Design alu_32, sky130hd; sources not shown.
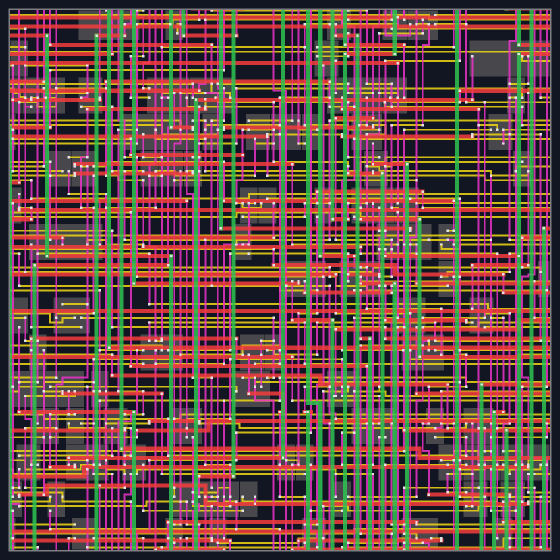
zoom.png
Window x 52 to 92, y 52 to 92 um. Cells in grey, sequential cells in the stronger grey; small squares are vias.
colour	layer
yellow	met1
green	met4
magenta	met2
red	met3
cells with their middle in the window	89
sequential cells in the window	0
most frequent	nand2_1 (15), nor2_1 (15), a21oi_1 (11)

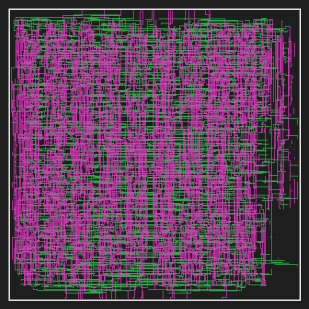
metal_stack.png
(2 px per um) Only two layers are drawn.
colour	layer	wire length
magenta	met2	21.9 mm
green	met1	18,800 um
gr usage total: 51.9%
WL final: 55,400 um
DR WL/cell: 31.6 um

==> reports/summary.txt <==
status: finished, violations left
failing checks: negative setup slack
die height: 145 um
vias in the first global route: 12,300
setup ws final: -0.174 ns
htree depth: 2
stage-log warning count: 98
final hold viol count: 0
clock root buffer: clkbuf_16
Die Span X: 145 um
distinct lib cells: 85
dpl ws: -0.786 ns
CTS sink cnt: 32
top cells by area: ha_1 13%, mux4_2 13%, a21oi_1 7.4%
Port Buf Inserts: 105
Final period util: 104%
DRT antenna net count: 0
Data arrival, critical path: 5.10 ns
row count: 51
Final Setup Violations: 9
Clock Tree Buf Depth: 2
asr flop ratio synth: 0%
initial DRC count: 2,360
Final min period: 4.93 ns
DP HPWL: 43,900 um
kinds of logic (layout without fill, tap and decap cells):
kind of cell               after synthesis  in the layout  share of synthesized area, %
AOI/OAI and AO/OA                      504            504                          34.4
xor gates and xnor gates                 5              5                         0.442
adders and majority gates              105            105                          13.4
buffers and inverters                  209            322                          8.80
DFF                                     32             32                          6.47
muxes                                   97             97                          16.9
other                                    0              2                             0
and+or+nand+nor                        423            423                          19.6
through the flow:
step	instance area [sq um]	utilization [%]	hold WS, ns	power, W
final	11700	60.1	2.11	0.00209
after global routing	11700	60.1	2.11	0.00214
after CTS	11500	59.3	2.06	0.00198
after detailed placement	11300	58.0	2.24	0.00163
after global placement	11300	58.0	2.24	0.00162
after floorplan	9900	-	1.68	0.00111
where the power goes:
group	switching (W)	total, W	leakage (nW)	internal, W
logic	0.000954	0.00146	4.33	0.000507
registers	0.0000125	0.000303	0.263	0.000291
clock network	0.000108	0.000327	0.0760	0.000219
area by class of cell:
class	count	area [sq um]
sequential	32	641
fill	1852	7760
clock buffer	7	153
antenna	2	5.00
multi-input combinational	1134	8620
tap	265	332
buffer	109	509
inverter	98	368
timing repair buffer	108	1070
routing by layer:
| metal | vias to the layer above | GRT usage (%) | wire, um |
|---|---|---|---|
| li1 | 5445 | - | - |
| met1 | 6139 | 63.6 | 18800 |
| met2 | 1420 | 74.9 | 21900 |
| met3 | 365 | 22.8 | 9760 |
| met4 | 2 | 31.0 | 4900 |
| met5 | - | 0 | 8 |
cell usage after synthesis, types with 5 or more instances:
cell	n
o21a_1	5
mux2i_1	34
nand4_1	8
a211oi_1	22
a31oi_1	20
nor3_1	42
nor2_1	183
buf_1	9
xnor2_1	5
nand2_1	87
o31ai_1	12
a22oi_1	12
nand3_1	24
a21oi_1	147
mux2_2	8
or3_1	7
o21bai_1	16
nand2b_1	12
buf_4	10
clkbuf_1	72
nor2b_1	10
and2_1	8
buf_2	16
mux4_2	55
o221ai_1	16
a222oi_1	13
a221oi_1	21
o22ai_1	18
a21o_1	14
nor4_1	16
o211ai_1	14
o21ai_0	74
inv_1	93
ha_1	103
a221o_1	15
o2111ai_1	9
a41oi_1	5
dfxtp_1	32
o21ai_1	10
what timing repair did:
action / CTS / global route
gates cloned: 0 / 0
pin swaps: 1 / 2
setup endpoints to repair: 19 / 28
hold buffers: 0 / 0
gates resized: 41 / 56
setup buffers: 0 / 3
placed cells by master (no fill, tap or decap), types with 16 or more instances in the layout:
| cell type | count |
|---|---|
| a21oi_1 | 135 |
| dfxtp_1 | 32 |
| nand3_1 | 24 |
| mux2i_1 | 30 |
| inv_1 | 93 |
| nand2_1 | 86 |
| clkdlybuf4s50_1 | 85 |
| o22ai_1 | 17 |
| o21bai_1 | 16 |
| o21ai_0 | 63 |
| clkbuf_1 | 65 |
| a211oi_1 | 20 |
| nor2_1 | 182 |
| a221oi_1 | 19 |
| mux4_2 | 55 |
| ha_1 | 102 |
| a31oi_1 | 19 |
| nor3_1 | 41 |
worst max-delay path: cells and delay by family:
| kind | cells | cell delay, ns |
|---|---|---|
| AND-OR/OR-AND | 3 | 0.77 |
| buffers and inverters | 3 | 1.39 |
| AND/OR/NAND/NOR | 4 | 1.51 |
No activity file was given, so power comes from the tool's default toggle rates.
